===== src/rtl/imem_loader.sv =====
// Byte-serial instruction-memory loader: packs a little-endian byte stream into
// 32-bit word writes and holds the CPU stalled until the image is loaded.
// Optional feature: define IMEM_LOADER_CHECKSUM_EN for the running byte checksum.
//
// state | meaning
// ------+---------------------------------------------------------------
// IDLE  | after reset, waiting for start; CPU held
// RECV  | accepting bytes into lanes 0..3 of the current word
// WRITE | one-cycle word write to the instruction store
// DONE  | image complete, CPU released; start begins a new load
module imem_loader #(
    parameter int DEPTH_BYTES = 128,
    parameter int CNT_W       = 6
) (
    input  logic             CLK,
    input  logic             Reset_n,
    input  logic             start,
    input  logic [CNT_W-1:0] word_count,
    input  logic [7:0]       byte_in,
    input  logic             byte_valid,
    output logic             byte_ready,
    output logic             mem_we,
    output logic [31:0]      mem_addr,
    output logic [31:0]      mem_wdata,
    output logic             busy,
    output logic             done,
    output logic             cpu_hold,
    output logic             err_overflow,
    output logic [7:0]       checksum
);

    localparam int               CAP   = DEPTH_BYTES / 4;
    localparam logic [CNT_W-1:0] CAP_W = CNT_W'(CAP);

    typedef enum logic [1:0] {
        S_IDLE,
        S_RECV,
        S_WRITE,
        S_DONE
    } state_t;

    state_t           state;
    state_t           state_nxt;
    logic [CNT_W-1:0] count;
    logic [CNT_W-1:0] word_ptr;
    logic [1:0]       byte_idx;
    logic [23:0]      word_buf;

    logic             start_acc;
    logic             hs;
    logic             last_word;
    logic             over_cap;
    logic [CNT_W-1:0] count_eff;

    assign start_acc = start && ((state == S_IDLE) || (state == S_DONE));
    assign hs        = byte_valid && byte_ready;
    assign last_word = (word_ptr + CNT_W'(1)) == count;
    assign over_cap  = word_count > CAP_W;
    assign count_eff = over_cap ? CAP_W : word_count;

    always_ff @(posedge CLK or negedge Reset_n) begin
        if (!Reset_n) begin
            state <= S_IDLE;
        end else begin
            state <= state_nxt;
        end
    end

    always_comb begin
        state_nxt  = state;
        byte_ready = 1'b0;
        mem_we     = 1'b0;
        busy       = 1'b0;
        done       = 1'b0;
        case (state)
            S_IDLE, S_DONE: begin
                done = (state == S_DONE);
                if (start) begin
                    state_nxt = (count_eff == '0) ? S_DONE : S_RECV;
                end
            end
            S_RECV: begin
                byte_ready = 1'b1;
                busy       = 1'b1;
                if (hs && (byte_idx == 2'd3)) begin
                    state_nxt = S_WRITE;
                end
            end
            S_WRITE: begin
                mem_we    = 1'b1;
                busy      = 1'b1;
                state_nxt = last_word ? S_DONE : S_RECV;
            end
            default: state_nxt = S_IDLE;
        endcase
    end

    // Address and data are captured with the final lane so they are stable
    // throughout WRITE and simply hold afterwards.
    always_ff @(posedge CLK or negedge Reset_n) begin
        if (!Reset_n) begin
            count        <= '0;
            word_ptr     <= '0;
            byte_idx     <= 2'd0;
            word_buf     <= 24'd0;
            mem_addr     <= 32'd0;
            mem_wdata    <= 32'd0;
            cpu_hold     <= 1'b1;
            err_overflow <= 1'b0;
        end else begin
            if (start_acc) begin
                count        <= count_eff;
                word_ptr     <= '0;
                byte_idx     <= 2'd0;
                err_overflow <= over_cap;
                cpu_hold     <= (count_eff != '0);
            end
            if (hs) begin
                byte_idx <= byte_idx + 2'd1;
                case (byte_idx)
                    2'd0: word_buf[7:0]   <= byte_in;
                    2'd1: word_buf[15:8]  <= byte_in;
                    2'd2: word_buf[23:16] <= byte_in;
                    default: begin
                        mem_wdata <= {byte_in, word_buf};
                        mem_addr  <= 32'({word_ptr, 2'b00});
                    end
                endcase
            end
            if (state == S_WRITE) begin
                if (last_word) begin
                    cpu_hold <= 1'b0;
                end else begin
                    word_ptr <= word_ptr + CNT_W'(1);
                end
            end
        end
    end

`ifdef IMEM_LOADER_CHECKSUM_EN
    logic [7:0] csum;

    always_ff @(posedge CLK or negedge Reset_n) begin
        if (!Reset_n) begin
            csum <= 8'd0;
        end else if (start_acc) begin
            csum <= 8'd0;
        end else if (hs) begin
            csum <= csum + byte_in;
        end
    end

    assign checksum = csum;
`else
    assign checksum = 8'd0;
`endif

endmodule


===== config.mk =====
export PLATFORM = sky130hd
export DESIGN_NAME = imem_loader
export DESIGN_NICKNAME = d
export VERILOG_FILES = /design/src/rtl/imem_loader.sv
export SDC_FILE = /design/constraint.sdc
export NUM_CORES = 1
export LEC_CHECK = 0
export CELL_PAD_IN_SITES_DETAIL_PLACEMENT = 1
export CELL_PAD_IN_SITES_GLOBAL_PLACEMENT = 1
export CORE_UTILIZATION = 42
export DETAILED_ROUTE_END_ITERATION = 16
export HOLD_SLACK_MARGIN = 0.08
export PLACE_DENSITY = 0.95
export SYNTH_ARGS = -nofsm -noshare
export SYNTH_HDL_FRONTEND = slang
export SYNTH_SLANG_ARGS = --single-unit

===== constraint.sdc =====
create_clock -name CLK -period 5.05 [get_ports CLK]
set_clock_uncertainty 0.15 [all_clocks]
set_input_delay 0.505 -clock CLK [delete_from_list [all_inputs] [get_ports CLK]]
set_output_delay 0.505 -clock CLK [all_outputs]
set_load 0.05 [all_outputs]

==> impl_metrics.tcl <==
# yosys + openroad results
set metrics [dict create \
    p_seq_share_pct 38.0 \
    cp.arrival_ps 2070 \
    worst_path_max_delay_cell "clkdlybuf4s50_1" \
    yosys_area_sq_mm 0.00370 \
    io_pins 96 \
    critical_path.top_delay_family "buffers and inverters" \
    final-hold-violation-count 0 \
    port_buffers 61 \
    largest_reg_flops 32 \
    fp_util_pct 44.2 \
    p_seq_mw 1.05 \
    grt_pass1_wl_um 11500 \
    setup_viol 0 \
    root_buffer "clkbuf_8" \
    hp-class "in2async" \
    wl_per_cell_um 15.6 \
    synth.distinct_cells 40 \
    cts_hold_buf 0 \
    p_clk_mw 0.423 \
    crit_buf_inv 3 \
    p_comb_mw 1.29 \
    outcome "completed" \
    swShare_pct 43.2 \
    antenna_found_initial 0 \
    clk_latency_ps 340 \
    maxCapViolations 0 \
    period_used_pct 53.9 \
    synth-main-ff-cell "dfrtp_1" \
    startpoint "state[0]" \
    comb_power_share_pct 46.7 \
]
==> cell type report <==
cell class / instances / area (sq um) / area share, %
sequential: 80 / 2000 / 45.0
multi-input combinational: 190 / 1500 / 33.6
timing repair buffer: 62 / 616 / 13.8
clock buffer: 10 / 138 / 3.10
tap: 105 / 131 / 2.95
clock inverter: 6 / 41.3 / 0.929
inverter: 6 / 22.5 / 0.506
==> metal layers <==
metal,track usage (%),vias up
met1,21.2,1122
met2,28.3,78
li1,-,1040
met4,4.48,0
met5,0,-
met3,5.06,7
==> cells by family (layout without fill, tap and decap cells) <==
family                   after synthesis  after routing  synth area share, %
AND-OR/OR-AND                         26             26                 5.30
other                                  1             34                0.101
AND/OR/NAND/NOR                       47             47                 6.25
multiplexers                          67             67                 20.2
XOR/XNOR                               7              7                 2.09
adder cells (fa/ha/maj)                9              9                 3.04
flip-flops                            80             80                 54.1
buffers and inverters                 49             84                 8.92
==> layout by cell type, fill, tap and decap left out, drive strengths merged, types with 7 or more instances in the layout <==
master and instances:
dfrtp 79, mux2 63, clkdlybuf4s50 60, conb 34
nand2 20, o21ai 11, clkbuf 10, ha 9
inv 8, nand2b 7
==> cell usage after synthesis, drive strengths merged, types with 2 or more instances <==
| cell type | n |
|---|---|
| a21oi | 2 |
| o21ai | 11 |
| nor2 | 6 |
| nand2 | 20 |
| nor3 | 2 |
| a31o | 2 |
| xor2 | 4 |
| nand3 | 5 |
| dfrtp | 79 |
| and2 | 2 |
| inv | 6 |
| mux2i | 4 |
| buf | 41 |
| o211ai | 2 |
| mux2 | 63 |
| ha | 9 |
| a31oi | 2 |
| xnor2 | 2 |
| nand2b | 7 |
| o221a | 2 |
| clkbuf | 2 |
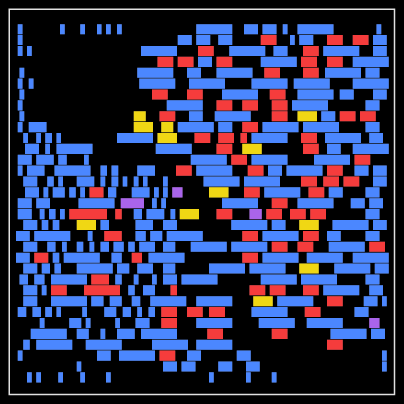
**Above:** cells by drive strength.
Scale: 4 px per um.
Key: blue = x1 and smaller [cells 265, most used dfrtp_1]; purple = x3 and x4 [cells 4, most used buf_4]; red = x2 [cells 73, most used mux2_2]; yellow = x6 and larger [cells 12, most used clkbuf_8]
Post-Layout Inst Area: 0.00445 sq mm
final worst slack: 2330 ps
bufs w/o clock: 62
Area Overhead vs Synth: 20.0%

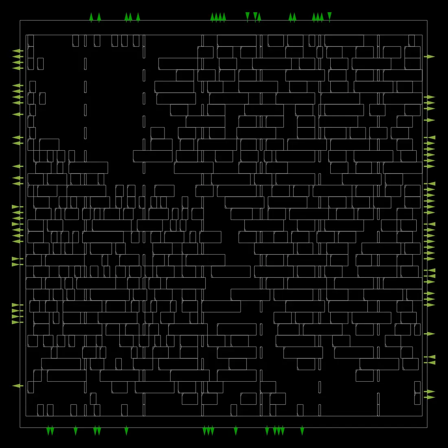
**Above:** placement view.
flip-flops: 80
proportion of cell area occupied by registers: 45.0%

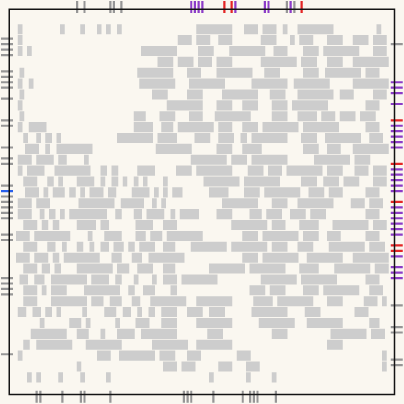
**Above:** pin placement.
Scale: 4 px per um. Pins as bars across the die edge, other pins in grey.
Key: purple = mem_wdata [pins 32, direction output, edge 24 right, 8 top]; blue = busy [pins 1, direction output, edge left]; red = byte_in [pins 8, direction input, edge 5 right, 3 top]
All pins by edge: 35 right, 28 left, 18 top, 15 bottom.

